`src/rtl/noc_inject_port.sv`:
```
// Local injection port: captures a non-stallable 20-bit flit stream into a FWFT FIFO, hands it to the
// router under valid/ready, and checks packet framing on the departing flits.
module noc_inject_port #(
  parameter int DEPTH       = 32,
  parameter int AW          = 5,
  parameter int MAX_PKT_LEN = 30
) (
  input  logic          clk,
  input  logic          RST,
  input  logic [19:0]   in_data,
  input  logic          in_valid,
  output logic [19:0]   flit_out,
  output logic          flit_valid,
  input  logic          flit_ready,
  output logic [AW:0]   fifo_count,
  output logic          overflow,
  output logic          frame_err,
  input  logic          err_clr,
  output logic [15:0]   pkt_sent,
  output logic          busy
);

  localparam int LW = $clog2(MAX_PKT_LEN + 2);
  localparam logic [AW:0]   FULL_CNT = DEPTH[AW:0];
  localparam logic [LW-1:0] LEN_MAX  = LW'(MAX_PKT_LEN);
  localparam logic [LW-1:0] LEN_SAT  = LW'(MAX_PKT_LEN + 1);

  localparam logic [1:0] T_BODY   = 2'b00;
  localparam logic [1:0] T_TAIL   = 2'b01;
  localparam logic [1:0] T_HEAD   = 2'b10;
  localparam logic [1:0] T_SINGLE = 2'b11;

  typedef enum logic {S_IDLE, S_PKT} state_e;

  logic [19:0]   mem_q [DEPTH];
  logic [AW-1:0] wr_ptr_q, wr_ptr_d, rd_ptr_q, rd_ptr_d;
  logic [AW:0]   count_q, count_d;
  state_e        state_q, state_d;
  logic [LW-1:0] pkt_len_q, pkt_len_d, len_inc;
  logic          overflow_q, overflow_d, frame_err_q, frame_err_d, ferr_set;
  logic [15:0]   pkt_sent_q, pkt_sent_d;
  logic [19:0]   head_flit;
  logic          push, pop;

  assign head_flit = mem_q[rd_ptr_q];
  assign pop       = (count_q != '0) && flit_ready;
  // A pop frees the slot this push needs, so a full FIFO still accepts when draining.
  assign push      = in_valid && ((count_q != FULL_CNT) || pop);

  // NOTE: storage carries no reset; validity is tracked by count_q, so stale contents are never seen.
  always_ff @(posedge clk) begin
    if (push) mem_q[wr_ptr_q] <= in_data;
  end

  always_comb begin
    // NOTE: every signal gets a default first so no path leaves it unassigned (no latch).
    wr_ptr_d   = wr_ptr_q;
    rd_ptr_d   = rd_ptr_q;
    count_d    = count_q;
    state_d    = state_q;
    pkt_len_d  = pkt_len_q;
    pkt_sent_d = pkt_sent_q;
    ferr_set   = 1'b0;
    len_inc    = (pkt_len_q == LEN_SAT) ? LEN_SAT : pkt_len_q + LW'(1);

    if (push) wr_ptr_d = wr_ptr_q + AW'(1);
    if (pop)  rd_ptr_d = rd_ptr_q + AW'(1);
    if (push && !pop)      count_d = count_q + (AW+1)'(1);
    else if (pop && !push) count_d = count_q - (AW+1)'(1);

    if (pop) begin
      unique case (state_q)
        S_IDLE: begin
          unique case (head_flit[19:18])
            T_HEAD:   begin state_d = S_PKT; pkt_len_d = LW'(1); end
            T_SINGLE: pkt_sent_d = pkt_sent_q + 16'd1;
            default:  ferr_set = 1'b1;
          endcase
        end
        S_PKT: begin
          unique case (head_flit[19:18])
            T_BODY: begin
              pkt_len_d = len_inc;
              if (len_inc > LEN_MAX) ferr_set = 1'b1;
            end
            T_TAIL: begin
              state_d    = S_IDLE;
              pkt_sent_d = pkt_sent_q + 16'd1;
              if (len_inc > LEN_MAX) ferr_set = 1'b1;
            end
            T_HEAD: begin
              ferr_set  = 1'b1;
              pkt_len_d = LW'(1);
            end
            default: begin
              ferr_set   = 1'b1;
              state_d    = S_IDLE;
              pkt_sent_d = pkt_sent_q + 16'd1;
            end
          endcase
        end
        default: state_d = S_IDLE;
      endcase
    end

    // Clear wins over a same-cycle set so software never sees a flag it just cleared.
    overflow_d  = err_clr ? 1'b0 : (overflow_q  || (in_valid && !push));
    frame_err_d = err_clr ? 1'b0 : (frame_err_q || ferr_set);
  end

  // NOTE: sequential state uses non-blocking assignments only, so all flops update together.
  always_ff @(posedge clk or negedge RST) begin
    if (!RST) begin
      wr_ptr_q    <= '0;
      rd_ptr_q    <= '0;
      count_q     <= '0;
      state_q     <= S_IDLE;
      pkt_len_q   <= '0;
      overflow_q  <= 1'b0;
      frame_err_q <= 1'b0;
      pkt_sent_q  <= '0;
    end else begin
      wr_ptr_q    <= wr_ptr_d;
      rd_ptr_q    <= rd_ptr_d;
      count_q     <= count_d;
      state_q     <= state_d;
      pkt_len_q   <= pkt_len_d;
      overflow_q  <= overflow_d;
      frame_err_q <= frame_err_d;
      pkt_sent_q  <= pkt_sent_d;
    end
  end

  assign flit_valid = (count_q != '0);
  assign flit_out   = flit_valid ? head_flit : '0;
  assign fifo_count = count_q;
  assign overflow   = overflow_q;
  assign frame_err  = frame_err_q;
  assign pkt_sent   = pkt_sent_q;
  assign busy       = (state_q == S_PKT);

endmodule

```
`config.mk`:
```
export PLATFORM = sky130hd
export DESIGN_NAME = noc_inject_port
export DESIGN_NICKNAME = d
export VERILOG_FILES = /design/src/rtl/noc_inject_port.sv
export SDC_FILE = /design/constraint.sdc
export NUM_CORES = 1
export LEC_CHECK = 0
export ABC_AREA = 0
export CORE_AREA = 2 2 246 224
export CTS_BUF_LIST = sky130_fd_sc_hd__clkbuf_16
export DETAILED_ROUTE_END_ITERATION = 16
export DIE_AREA = 0 0 248 226
export PLACE_DENSITY = 0.69
export SYNTH_ARGS = -nofsm -noshare
export SYNTH_HDL_FRONTEND = slang
export SYNTH_SLANG_ARGS = --single-unit
```
`constraint.sdc`:
```
create_clock -name clk -period 3.25 [get_ports clk]
set_input_delay 0.4875 -clock clk [delete_from_list [all_inputs] [get_ports clk]]
set_output_delay 0.4875 -clock clk [all_outputs]
set_load 0.02 [all_outputs]
```
==> run notes <==
Quick summary of the implementation run below.

The detailed router reports a met3 wire length of between 4000 and 5000 microns. The flow ran to the end, but the final reports show violations. The most common logic cells in the final layout are 640 x sky130_fd_sc_hd__edfxtp_1, 193 x sky130_fd_sc_hd__mux4_2, 104 x sky130_fd_sc_hd__buf_4. By startpoint and endpoint, the worst setup path is classified as reg2out. Headroom to the max-slew limit came out at 23.5%. The global route total overflow is 0.

Entering global routing, the biggest net connects 41 pins. The footprint of the multi-input gates is 0.00629 sq mm. The worst clock skew on the final layout is 0.0185 ns. The number of remaining DRC errors is 0. The area of the mapped netlist came out at 0.0265 sq mm.

The TritonCTS clock tree is built. Counting only logic cells after layout, the most numerous master is sky130_fd_sc_hd__edfxtp_1. The instance area at placement came out at 0.0291 sq mm. Per the final report, max-transition violations number 0. The number of antenna diodes in the final layout is 0.

The switching power of the nets is 8750 uW. The net count reported at finish is approximately 1500. The last element of the critical path is flit_out[5]. The worst slack on hold paths is 0.0557 ns. The actual transition at the worst max-transition pin is 1.14 ns. From the final report, the count of setup violators was given as 20. The period utilization came out at 105%.

In this run the clock root is driven by a sky130_fd_sc_hd__clkbuf_16. The proportion of register bits with asynchronous set or reset after synthesis is 5.88%. The final total power came out at around 28000 uW. STA classifies the critical path startpoint as a flip-flop. The tally of unique sky130hd cells used after synthesis is roughly 54.

The count of plain and timing-repair buffers in the layout is 221. The top cell class by occupied area is registers. The placement-stage worst setup slack is 0.0386 ns. The top-area cell type share of the netlist area is 72.4%. The number of flops mapped to enable cells by yosys is 640.

The logic depth of the worst register-to-register path is 14. The final reports fail on negative setup slack. The layout report lists the clock-cell share of area as under 10%. For the worst reg-to-reg path, the endpoint reported by OpenROAD is pkt_sent[14]$_DFFE_PN0P_.

The boundary pin count is 71. The portion of total power attributed to the clock network is between 20% and 30%. The design received a total of 705 well taps at floorplan. The overall die area came out at approximately 0.056 sq mm. The average wire per cell in the routed design came out at roughly 28 microns. The critical path in the final layout is reported with a setup slack of -0.171 ns. The first-iteration detailed-routing DRC count is about 1500.

The sequential-to-total area share from yosys stat is 76.2%. The total nets after synthesis is roughly 1300. The initial antenna violation count is 1.

Of the total synthesized cell area, the portion taken by XOR and XNOR cells is 0.825%. The synthesized area divided by synthesized cell count is 21.8 sq um. The compound-cell area share of the yosys netlist came out at 1.45%.
pinout.png
Pins as bars across the die edge, other pins in grey.
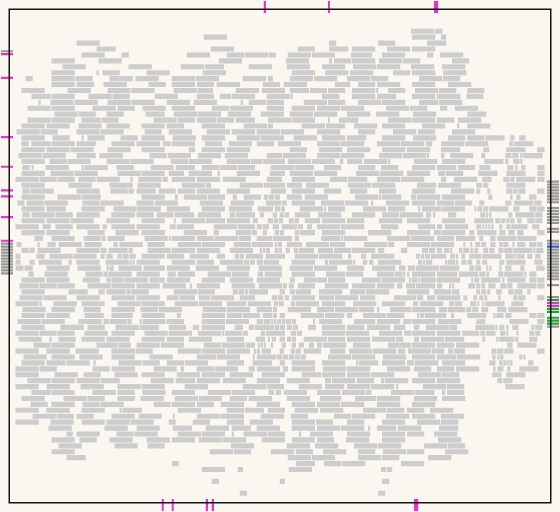
legend:
  green:
    port: fifo_count
    pins: 6
    direction: output
    edge: right
  blue:
    port: flit_valid
    pins: 1
    direction: output
    edge: right
  magenta:
    port: in_data
    pins: 20
    direction: input
    edge: 8 left, 6 bottom, 4 top, 2 right
all pins by edge: 41 right, 20 left, 6 bottom, 4 top

m3.png
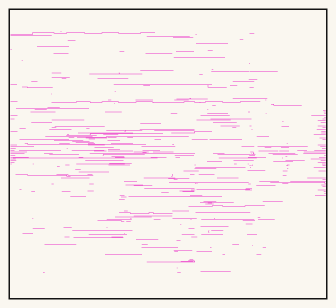
share of all routed wire: 8.0%
nets with wire on the layer: 204
main direction: horizontal
longest straight run: 113 microns

placed.png
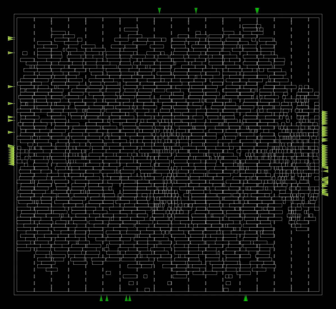
Finished Core Util: 59.7%
fin cells: 2205
count of flip-flops and latches: 680

util_map.png
The die is cut into 25 by 23 equal tiles; white is low, dark blue is high, 0 to 100% covered.
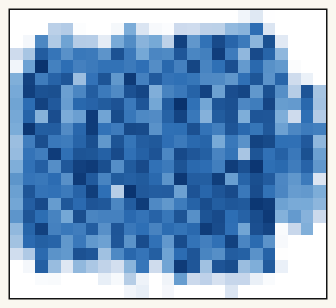
mean over tiles: 56%
fullest tile: 99%
nearly empty tiles: 15%
tiles over 75% full: 34%

clock_wires.png
Bar = 50 microns.
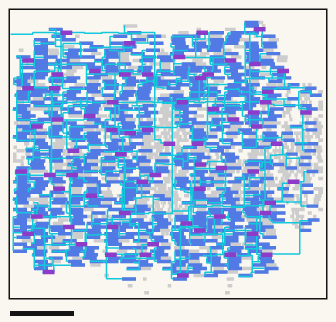
legend:
  cyan:
    item: clock wires
    length: 7440 microns
  blue:
    item: flip-flops
    count: 680
  purple:
    item: clock-net drivers
    count: 68
routed clock nets: 69
flops lie: spread over the die

No activity file was given, so power comes from the tool's default toggle rates.
